`src/rtl/uart_pkg.sv`:
```
// Shared definitions for the memory-to-UART transmitter: the frame state
// encoding and the line levels used for start, stop and idle.
// Optional build macro: UART_PARITY_EN adds an even-parity bit to each frame.
package uart_pkg;

   // Frame sequencer states; PARITY exists only in parity-enabled builds.
   typedef enum logic [2:0] {
      IDLE   = 3'd0,
      START  = 3'd1,
      DATA   = 3'd2,
`ifdef UART_PARITY_EN
      PARITY = 3'd3,
`endif
      STOP   = 3'd4
   } uart_state_t;

   // Line levels for the framing bits; the line idles at the stop level.
   localparam logic START_BIT = 1'b0;
   localparam logic STOP_BIT  = 1'b1;

endpackage

```
`src/rtl/baud_tick_gen.sv`:
```
// Bit-period timer: emits a one-cycle tick every CLKS_PER_BIT clocks.
// restart zeroes the count so the first bit of a frame is a full period long.
module baud_tick_gen #(
   parameter int CLKS_PER_BIT = 868
) (
   input  logic clk,
   input  logic reset,
   input  logic restart,
   output logic tick
);

   localparam int CW = (CLKS_PER_BIT > 1) ? $clog2(CLKS_PER_BIT) : 1;
   localparam logic [CW-1:0] LAST = CW'(CLKS_PER_BIT - 1);

   logic [CW-1:0] cnt;

   // Free-running modulo-CLKS_PER_BIT counter, wrapping from LAST to zero.
   always_ff @(posedge clk) begin
      if (reset || restart)
         cnt <= '0;
      else if (cnt == LAST)
         cnt <= '0;
      else
         cnt <= cnt + CW'(1);
   end

   assign tick = (cnt == LAST);

endmodule

```
`src/rtl/mem_uart_tx.sv`:
```
// Serialises a stored BIT_WIDTH-bit word onto a UART line, least-significant
// byte first, each byte framed as start, 8 data bits (LSB first), optional
// parity and stop. Bytes of one word are sent back to back.
// Optional build macro: UART_PARITY_EN inserts an even-parity bit per byte.
//
// Handshake: send is taken only while busy=0, and the word on data is
// captured in that same edge; busy then stays high for the whole word, send
// and data are ignored, and done pulses for one cycle as busy falls.
module mem_uart_tx
   import uart_pkg::*;
#(
   parameter int BIT_WIDTH = 16,
   parameter int CLK_FREQ  = 100_000_000,
   parameter int BAUD      = 115_200
) (
   input  logic                 clk,
   input  logic                 reset,
   input  logic                 send,
   input  logic [BIT_WIDTH-1:0] data,
   output logic                 tx,
   output logic                 busy,
   output logic                 done
);

   localparam int CLKS_PER_BIT = CLK_FREQ / BAUD;
   localparam int NBYTES       = BIT_WIDTH / 8;
   localparam int BW           = (NBYTES > 1) ? $clog2(NBYTES) : 1;
   localparam logic [BW-1:0] LAST_BYTE = BW'(NBYTES - 1);

   uart_state_t          state, state_n;
   logic [BIT_WIDTH-1:0] shift_q;
   logic [2:0]           bit_idx;
   logic [BW-1:0]        byte_idx;
   logic                 par_q;
   logic                 done_q;
   logic                 tick;
   logic                 accept;

   assign accept = (state == IDLE) && send;

   baud_tick_gen #(
      .CLKS_PER_BIT(CLKS_PER_BIT)
   ) u_baud (
      .clk     (clk),
      .reset   (reset),
      .restart (accept),
      .tick    (tick)
   );

   // State register.
   always_ff @(posedge clk) begin
      if (reset)
         state <= IDLE;
      else
         state <= state_n;
   end

   // Next-state logic: every non-idle state advances on a bit-period tick.
   always_comb begin
      state_n = state;
      case (state)
         IDLE:  if (send) state_n = START;
         START: if (tick) state_n = DATA;
`ifdef UART_PARITY_EN
         DATA:   if (tick && bit_idx == 3'd7) state_n = PARITY;
         PARITY: if (tick) state_n = STOP;
`else
         DATA:  if (tick && bit_idx == 3'd7) state_n = STOP;
`endif
         STOP:  if (tick) state_n = (byte_idx == LAST_BYTE) ? IDLE : START;
         default: state_n = IDLE;
      endcase
   end

   // Line driver: the level on tx follows the current frame state.
   always_comb begin
      tx = STOP_BIT;
      case (state)
         START:  tx = START_BIT;
         DATA:   tx = shift_q[0];
`ifdef UART_PARITY_EN
         PARITY: tx = par_q;
`endif
         STOP:   tx = STOP_BIT;
         default: tx = STOP_BIT;
      endcase
   end

   assign busy = (state != IDLE);
   assign done = done_q;

   // Datapath: capture the word on accept, shift one bit per data period,
   // accumulate parity per byte, and count bytes to find the end of the word.
   always_ff @(posedge clk) begin
      if (reset) begin
         shift_q  <= '0;
         bit_idx  <= '0;
         byte_idx <= '0;
         par_q    <= 1'b0;
         done_q   <= 1'b0;
      end else begin
         done_q <= 1'b0;
         case (state)
            IDLE: begin
               if (send) begin
                  shift_q  <= data;
                  bit_idx  <= '0;
                  byte_idx <= '0;
                  par_q    <= 1'b0;
               end
            end
            START: begin
               if (tick) begin
                  bit_idx <= '0;
                  par_q   <= 1'b0;
               end
            end
            DATA: begin
               if (tick) begin
                  shift_q <= shift_q >> 1;
                  par_q   <= par_q ^ shift_q[0];
                  bit_idx <= bit_idx + 3'd1;
               end
            end
            STOP: begin
               if (tick) begin
                  if (byte_idx == LAST_BYTE)
                     done_q <= 1'b1;
                  else
                     byte_idx <= byte_idx + BW'(1);
               end
            end
            default: ;
         endcase
      end
   end

endmodule

```
`config.mk`:
```
export PLATFORM = sky130hd
export DESIGN_NAME = mem_uart_tx
export DESIGN_NICKNAME = d
export VERILOG_FILES = /design/src/rtl/uart_pkg.sv /design/src/rtl/baud_tick_gen.sv /design/src/rtl/mem_uart_tx.sv
export SDC_FILE = /design/constraint.sdc
export NUM_CORES = 1
export LEC_CHECK = 0
export CORE_MARGIN = 8
export CORE_UTILIZATION = 30
export CTS_BUF_LIST = sky130_fd_sc_hd__clkbuf_8
export DETAILED_ROUTE_END_ITERATION = 16
export PLACE_DENSITY_LB_ADDON = 0.1
export SLEW_MARGIN = 10
export SYNTH_ARGS = -nofsm -noshare
export SYNTH_HDL_FRONTEND = slang
export SYNTH_HIERARCHICAL = 1
export SYNTH_SLANG_ARGS = --single-unit
```
`constraint.sdc`:
```
create_clock -name clk -period 3.8 [get_ports clk]
set_clock_uncertainty 0.05 [all_clocks]
set_input_delay 0.57 -clock clk [delete_from_list [all_inputs] [get_ports clk]]
set_output_delay 0.57 -clock clk [all_outputs]
set_load 0.03 [all_outputs]
```
**Run 1: cells coloured by class**

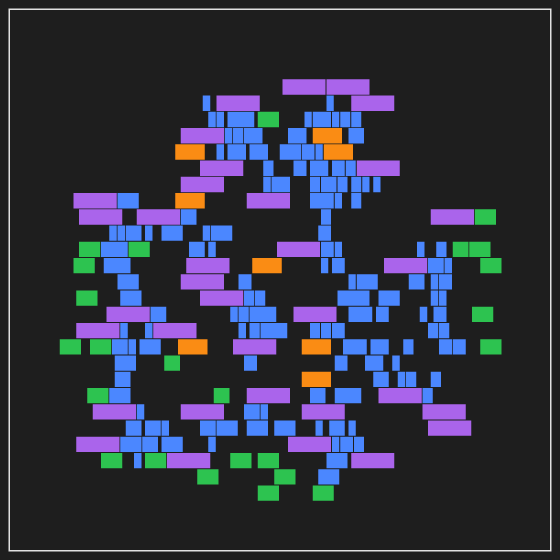
Orange shows clock drivers and dummy loads, cells 8, share of their area 5.7%. Green shows remaining buffers and delay cells, cells 24, share of their area 12%. Blue shows remaining logic cells, cells 137, share of their area 47%. Purple shows registers, cells 34, share of their area 35%.

**Run 1: wire density map**

Scale bar: 20 µm. The die is cut into 18 by 18 equal tiles; dark blue is low, red is high, scaled to the fullest tile. Values are wire area over tile area, all layers added.
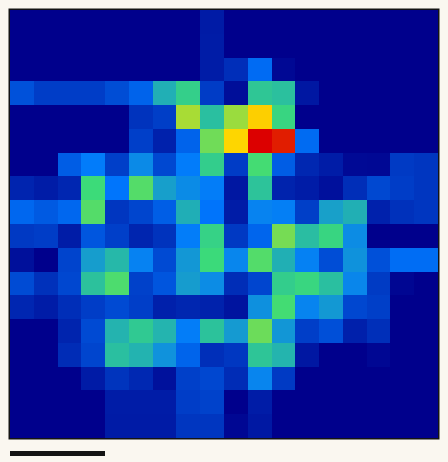
The mean over all tiles is 0.065. The emptiest ninth of the die: top right. The densest ninth of the die: middle. The fullest tile reaches 0.47. 4.6% of the tiles are over half the peak. 40% of the tiles are nearly empty.
WL/cell: 12.0 µm
Total GRT Usage: 8.61%
WL final: 3290 µm

**Run 1: cells by drive strength**

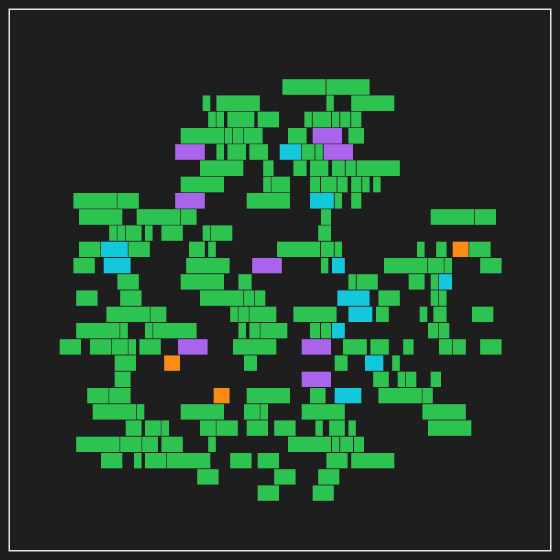
Green shows x1 and smaller, cells 181, most used dfxtp_1. Cyan shows x2, cells 11, most used or2_2. Orange shows x3 and x4, cells 3, most used buf_4. Purple shows x6 and larger, cells 8, most used clkbuf_8.

==> results.py, run 1 <==
# Auto-generated metrics
metrics = {
    "status": {
        "status": "completed",
    },
    "yosys": {
        "yosys.area.top_type": "dfxtp_1",
        "synthArstFlopShare_pct": 0,
        "fp_nets": 204,
        "synth_top_flop_cell": "dfxtp_1",
        "postSynthAreaPerCell_um2": 9.12,
        "yosys_area_mm2": 0.00166,
        "ys_types": 38,
        "topCellsByArea": "dfxtp_1 (41%), mux2i_1 (10%), nor2_1 (6.6%)",
        "yosysTopAreaCellShare_pct": 41.0,
    },
    "sta": {
        "fin_crit_sh_pct": 76.3,
        "tightest_slew_ns": 0.744,
        "layout_min_cycle_time_ns": 2.90,
        "fmax_mhz": 345,
        "hold_viol": 0,
        "setup_viol_count_final": 0,
        "final_max_slew_viol_count": 0,
    },
    "die": {
        "fp.dieH_um": 90.4,
        "die_x_um": 90.4,
        "die-area_mm2": 0.00817,
        "io-pin-count": 22,
    },
    "placed_design": {
        "place_area_mm2": 0.00190,
        "gp_congestion": 0.771,
        "hpwlAfterDp_um": 2350,
    },
    "cts": {
        "path_clk_slew_ns": 0.07,
        "cts_resized": 0,
        "postCtsHoldBufs": 0,
        "cts.sinks": 34,
        "numCtsBuffers": 5,
        "cts_tree": "built",
        "root_buffer": "clkbuf_8",
    },
    "critical_path": {
        "crit_buf_inv": 1,
        "crit_family": "simple AND/OR/NAND/NOR gates",
        "path_max_fanout": 16,
        "critPathKind": "flip-flop to flip-flop",
        "cp.depth": 8,
        "cp_common_cell": "nor2_1",
        "crit_slowest_cell": "nor4b_1",
    },
    "pwr": {
        "p_per_area_mw_per_mm2": 387,
        "power.leakage_nw": 0.682,
        "p_sw_share_pct": 22.8,
        "power_frac_comb_pct": 10.7,
    },
    "routing": {
        "num_vias": 1332,
        "vias_per_cell": 4.84,
        "drt_iter0_drc": 53,
    },
    "layout": {
        "fill_cells": 564,
    },
    "grt": {
        "grt_pass1_vias": 1280,
        "overflow": 0,
    },
}
## run 1: layer usage
layer / GRT usage [%] / up-vias / wire [µm]
li1: - / 688 / -
met1: 9.85 / 601 / 1590
met2: 13.7 / 37 / 1430
met3: 3.49 / 6 / 216
met4: 3.88 / 0 / 57
met5: 0 / - / 0
## run 1: layout by cell type (no fill, tap or decap), types with 2 or more instances in the layout
cell type,count
inv_1,2
nor3_1,3
a211oi_2,2
or3_1,4
nand2b_1,5
xnor2_1,2
clkbuf_8,8
nand2_1,11
or2_2,3
clkdlybuf4s50_1,21
dfxtp_1,34
nor2_1,29
a31oi_1,2
xor2_1,3
mux2i_1,17
a21oi_1,10
o21ai_0,5
ha_1,3
a211oi_1,14
nand3_1,6
buf_4,3
a22oi_1,2
## run 1: power groups by stage
stage	sequential [mW]	clock (mW)	combinational, mW
floorplan	0.389	0	0.0554
global placement	0.394	0	0.0817
detailed placement	0.394	0	0.0844
CTS	0.386	0.323	0.0845
global route	0.389	0.341	0.0928
finish	0.387	0.308	0.0831
## run 1: sequential cells by signal, summed over array words and instances, names as in the netlist
name,cells
u_baud/cnt,10
done,1
shift_q,16
byte_idx,1
state,3
bit_idx,3
## run 1: kinds of logic (layout without fill, tap and decap cells)
family                   count (synthesis)  after routing  synth area share, %
XOR/XNOR                                 5              5                 2.64
adder cells (fa/ha/maj)                  3              3                 2.26
AND/OR/NAND/NOR                         72             72                 22.5
AND-OR/OR-AND                           37             37                 15.1
buffers and inverters                   13             34                 5.50
multiplexers                            18             18                 10.9
flip-flops                              34             34                 41.0
## run 1: through the flow
| stage | hold WS, ns | cells |
|---|---|---|
| 5_1_grt | 0.447 | 275 |
| 6_report | 0.422 | 275 |
| 2_1_floorplan | 0.376 | 182 |
| 3_5_place_dp | 0.414 | 267 |
| 3_3_place_gp | 0.399 | 267 |
| 4_1_cts | 0.424 | 275 |
## run 1: final timing paths
check                                   start          to  slack (ns)
worst min register to register       byte_idx        done        0.42
worst max register to register  u_baud/cnt[4]  shift_q[7]        0.90
worst min-delay path                 byte_idx        done        0.42
worst max-delay path            u_baud/cnt[4]  shift_q[7]        0.90
## run 1: worst reg2reg max path: stages (launching register included)
cell       delay (ns)
dfxtp_1          0.36
nor4b_1          0.48
nand2_1          0.18
nor2_1           0.49
nand4bb_1        0.20
nand2b_1         0.45
buf_4            0.31
nor2_1           0.06
a211oi_1         0.23
## run 1: layout make-up
cell class | instances | area (µm²) | area share [%]
clock buffer | 8 | 110 | 5.48
inverter | 2 | 7.51 | 0.374
multi-input combinational | 135 | 888 | 44.2
sequential | 34 | 681 | 33.9
tap | 72 | 90.1 | 4.48
timing repair buffer | 24 | 233 | 11.6
==> inputs of run 2 (changes only) <==
==> constraint.sdc (replaced) <==
create_clock -name clk -period 3 [get_ports clk]
set_clock_uncertainty 0.05 [all_clocks]
set_input_delay 0.45 -clock clk [delete_from_list [all_inputs] [get_ports clk]]
set_output_delay 0.45 -clock clk [all_outputs]
set_load 0.03 [all_outputs]
**Run 2: cells by drive strength**

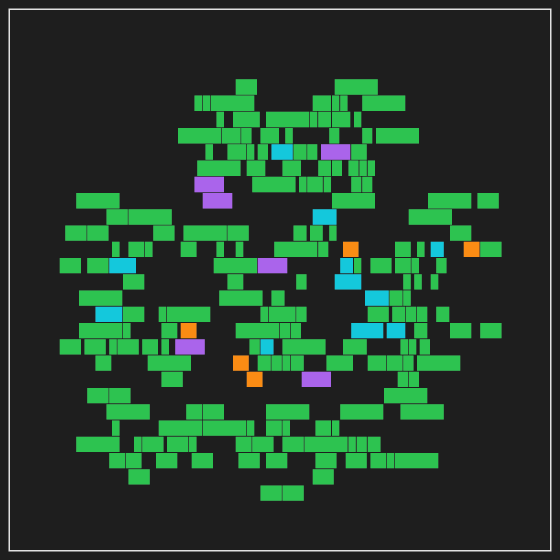
Purple shows x6 and larger, cells 6, most used clkbuf_8. Cyan shows x2, cells 11, most used or2_2. Green shows x1 and smaller, cells 181, most used dfxtp_1. Orange shows x3 and x4, cells 5, most used buf_4.
Layout area overhead: 20.3%
bufs w/o clock: 26
Design Area, Final: 0.00200 mm²

==> run 2 against run 1 <==
Effect of this change:
- critical path type is now flip-flop to output port
- routed wire length up 0.52%
- largest cell class unchanged
- critical endpoint is now tx
- via count down 1.2%
- sequential power up 26%
- highest routed layer unchanged
- combinational power up 29%
- power up 19%
- largest power group unchanged
==> results.py, run 2 <==
# Auto-generated metrics
metrics = {
    "status": {
        "status": "completed",
    },
    "yosys": {
        "yosys.area.top_type": "dfxtp_1",
        "yosys_area_mm2": 0.00166,
        "synthArstFlopShare_pct": 0,
        "fp_nets": 204,
        "postSynthAreaPerCell_um2": 9.12,
        "ys_types": 38,
        "synth_top_flop_cell": "dfxtp_1",
        "yosysTopAreaCellShare_pct": 41.0,
    },
    "sta": {
        "fmax_mhz": 415,
        "tightest_slew_ns": 0.643,
        "setup_viol_count_final": 0,
    },
    "critical_path": {
        "rr_startpoint": "u_baud/cnt[4]",
        "critPathKind": "flip-flop to output port",
        "path_max_fanout": 14,
    },
    "placed_design": {
        "gp_congestion": 0.784,
        "hpwlAfterDp_um": 2370,
        "place_area_mm2": 0.00191,
    },
    "cts": {
        "postCtsHoldBufs": 0,
        "path_clk_slew_ns": 0.07,
        "numCtsBuffers": 5,
    },
    "layout": {
        "final_common_cell": "dfxtp_1",
        "stdcell_count": 275,
        "regMostFlops": "shift_q",
    },
    "die": {
        "io-pin-count": 22,
        "die-area_mm2": 0.00817,
    },
    "pwr": {
        "p_sw_share_pct": 23.7,
    },
    "min_path": {
        "min_to": "u_baud/cnt[0]",
    },
    "routing": {
        "drt_iter0_drc": 68,
    },
}
**Run 2: routing congestion map**

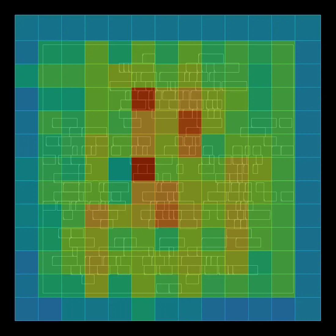
WL/cell: 12.0 µm
Total GRT Usage: 8.18%
Most Crowded Layer GR: met2

## run 2: cell counts after synthesis
Identical to the previous run, type by type.
## run 2: cell families (layout without fill, tap and decap cells)
group                    count (synthesis)  after routing  share of synthesized area [%]
XOR/XNOR                                 5              5                           2.64
multiplexers                            18             18                           10.9
AND-OR/OR-AND                           37             37                           15.1
AND/OR/NAND/NOR                         72             72                           22.5
flip-flops                              34             34                           41.0
adder cells (fa/ha/maj)                  3              3                           2.26
buffers and inverters                   13             34                           5.50
## run 2: how the worst max path moves through the flow
stage | from | endpoint | slack [ns]
6_report | state[0] | tx | 0.59
5_1_grt | u_baud/cnt[4] | bit_idx[2] | 0.44
4_1_cts | state[0] | tx | 0.58
3_5_place_dp | u_baud/cnt[4] | bit_idx[2] | 0.69
3_3_place_gp | u_baud/cnt[4] | bit_idx[1] | 0.76
2_1_floorplan | u_baud/cnt[4] | bit_idx[1] | 0.90
## run 2: final cells by class
class	instances	area (µm²)
fillers	580	3440
multi-input cells	135	888
flip-flops and latches	34	681
repair buffers	26	248
well taps	72	90.1
clock buffers	6	82.6
inverters	2	7.51
## run 2: power by group through the flow
stage          registers [mW]  logic [mW]  clock network, mW
2_1_floorplan           0.493      0.0701                  0
3_3_place_gp            0.499       0.105                  0
3_5_place_dp            0.499       0.108                  0
4_1_cts                 0.489       0.109              0.346
5_1_grt                 0.492       0.119              0.362
6_report                0.489       0.107              0.331
## run 2: per-layer routing
layer	vias up	GRT usage (%)	routed length (µm)
li1	689	-	-
met5	-	0	0
met4	0	3.74	63
met2	24	12.0	1370
met3	7	3.41	146
met1	596	10.2	1730
## run 2: stage by stage
step / hold WS, ns / setup WS (ns) / power, mW
floorplan: 0.376 / 0.897 / 0.563
global placement: 0.397 / 0.758 / 0.604
detailed placement: 0.414 / 0.691 / 0.607
CTS: 0.429 / 0.579 / 0.944
global route: 0.453 / 0.436 / 0.973
finish: 0.427 / 0.593 / 0.928
## run 2: critical path, stage by stage, from the launching register on
cell,delay (ns)
dfxtp_1,0.60
mux2i_1,0.14
or2_2,0.29
clkdlybuf4s50_1,0.59
==> inputs of run 3 (changes only) <==
==> constraint.sdc (replaced) <==
create_clock -name clk -period 2.1 [get_ports clk]
set_clock_uncertainty 0.05 [all_clocks]
set_input_delay 0.315 -clock clk [delete_from_list [all_inputs] [get_ports clk]]
set_output_delay 0.315 -clock clk [all_outputs]
set_load 0.03 [all_outputs]
**Run 3: routing congestion map**

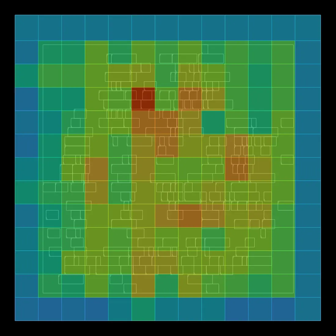
fin util: 38.9%
met3 usage: 3.74%
met2 Usage GRT: 14.2%

==> run 3 against run 2 <==
Effect of this change:
- non-clock buffer count up 9
- synthesized cell count unchanged
- design area is 6.0% higher
- die area is the same
- combinational power increased by 53%
- first-iteration DRC count increased by 8.8%
- via count up 4.2%
- sequential cell count stayed put
- sequential power is 42% higher
- routed wire length up 3.3%
- count of clock-buffer cells in the layout is the same
- area after synthesis unchanged
==> results.py, run 3 <==
# Auto-generated metrics
metrics = {
    "sta": {
        "setup_viol_count_final": 0,
        "final_max_slew_viol_count": 0,
        "fin_crit_sh_pct": 94.6,
        "hold_viol": 0,
        "fmax_mhz": 504,
    },
    "cts": {
        "postCtsHoldBufs": 0,
        "root_buffer": "clkbuf_8",
        "cts_resized": 0,
        "numCtsBuffers": 5,
    },
    "routing": {
        "drt_iter0_drc": 74,
        "routedWlPerCell_um": 12.0,
        "vias_per_cell": 4.79,
        "num_vias": 1371,
        "met2_length_um": 1570,
    },
    "status": {
        "status": "completed",
    },
    "critical_path": {
        "startpoint": "state[1]",
        "cp_cell_sequence": "or3_1 -> clkdlybuf4s50_1",
        "rrSetupSlack_ns": 0.18,
        "path_max_fanout": 5,
        "timing.rr.end": "bit_idx[2]",
        "crit_slowest_cell": "clkdlybuf4s50_1",
        "rr_startpoint": "u_baud/cnt[3]",
    },
    "layout": {
        "fill_cells": 544,
        "lay_top_cells": "dfxtp_1 (33), nor2_1 (28), clkdlybuf4s50_1 (20)",
        "syn_to_final_growth_pct": 27.5,
    },
    "yosys": {
        "ys_types": 38,
        "synth_top_flop_cell": "dfxtp_1",
        "yosysTopAreaCellShare_pct": 41.0,
    },
    "placed_design": {
        "placed_cells": 278,
        "post-place-ws_ns": 0.0416,
    },
    "pwr": {
        "power.leakage_nw": 0.748,
    },
    "grt": {
        "grt_use_total_pct": 9.02,
    },
    "die": {
        "fp.dieH_um": 90.4,
    },
}
**Run 3: cells by drive strength**

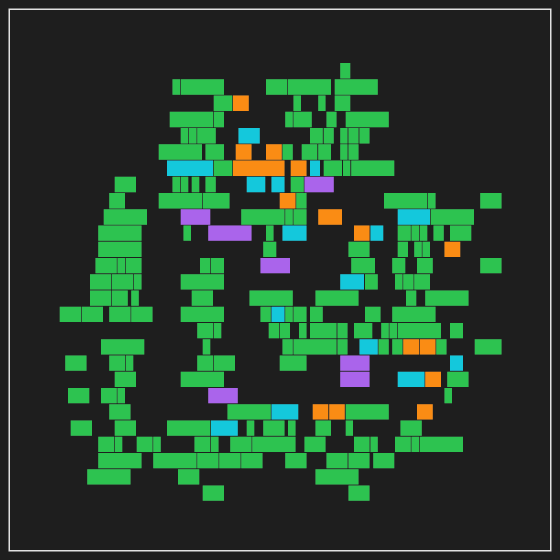
Orange shows x3 and x4, cells 15, most used buf_4. Purple shows x6 and larger, cells 7, most used clkbuf_8. Cyan shows x2, cells 15, most used or2_2. Green shows x1 and smaller, cells 177, most used dfxtp_1.

-- run 3: cell counts after synthesis --
Identical to the previous run, type by type.
-- run 3: report_power, final --
group          switching (mW)  internal [mW]  total, mW
Clock                   0.234          0.260      0.494
Sequential             0.0187          0.677      0.696
Combinational          0.0768         0.0874      0.164
-- run 3: per-stage QoR --
stage | hold WS [ns] | power, mW | area [µm²] | utilization [%]
2_1_floorplan | 0.338 | 0.805 | 1670 | -
3_3_place_gp | 0.393 | 0.871 | 2000 | 36.8
3_5_place_dp | 0.401 | 0.876 | 2000 | 36.8
4_1_cts | 0.416 | 1.37 | 2090 | 38.5
5_1_grt | 0.410 | 1.43 | 2120 | 38.9
6_report | 0.377 | 1.35 | 2120 | 38.9
-- run 3: cells by family after synthesis --
group | synth area share [%]
compound gates | 15.1
xor+xnor | 2.64
fa+ha+maj | 2.26
buf+inv | 5.50
flops | 41.0
mux | 10.9
simple gates | 22.5
-- run 3: how the worst min path moves through the flow --
stage / from / to / slack, ns / cells past startpoint
floorplan: reset / shift_q[0] / 0.34 / 1
global placement: u_baud/cnt[0] / u_baud/cnt[0] / 0.39 / 1
detailed placement: u_baud/cnt[0] / u_baud/cnt[0] / 0.40 / 1
CTS: u_baud/cnt[0] / u_baud/cnt[0] / 0.42 / 1
global route: u_baud/cnt[0] / u_baud/cnt[0] / 0.41 / 1
finish: u_baud/cnt[0] / u_baud/cnt[0] / 0.38 / 1
-- run 3: layout make-up --
cell class                 count  area [µm²]  share of cell area (%)
sequential                    34         682                    32.2
timing repair buffer          35         330                    15.6
clock inverter                 2        8.76                   0.414
inverter                       2        7.51                   0.355
tap                           72        90.1                    4.26
clock buffer                   6        82.6                    3.90
multi-input combinational    135         916                    43.3
-- run 3: worst register-to-register path: cells and delay by family (launching register included) --
kind | cells | cell delay (ns)
and+or+nand+nor | 5 | 1.00
muxes | 1 | 0.30
AOI/OAI and AO/OA | 1 | 0.15
DFF | 1 | 0.36
-- run 3: per-layer routing --
layer | track usage, % | vias up
met1 | 10.5 | 631
met5 | 0 | -
met4 | 3.74 | 0
li1 | - | 711
met3 | 3.74 | 6
met2 | 14.2 | 23
Power figures rest on the tool's default switching activity, not on a simulated workload.
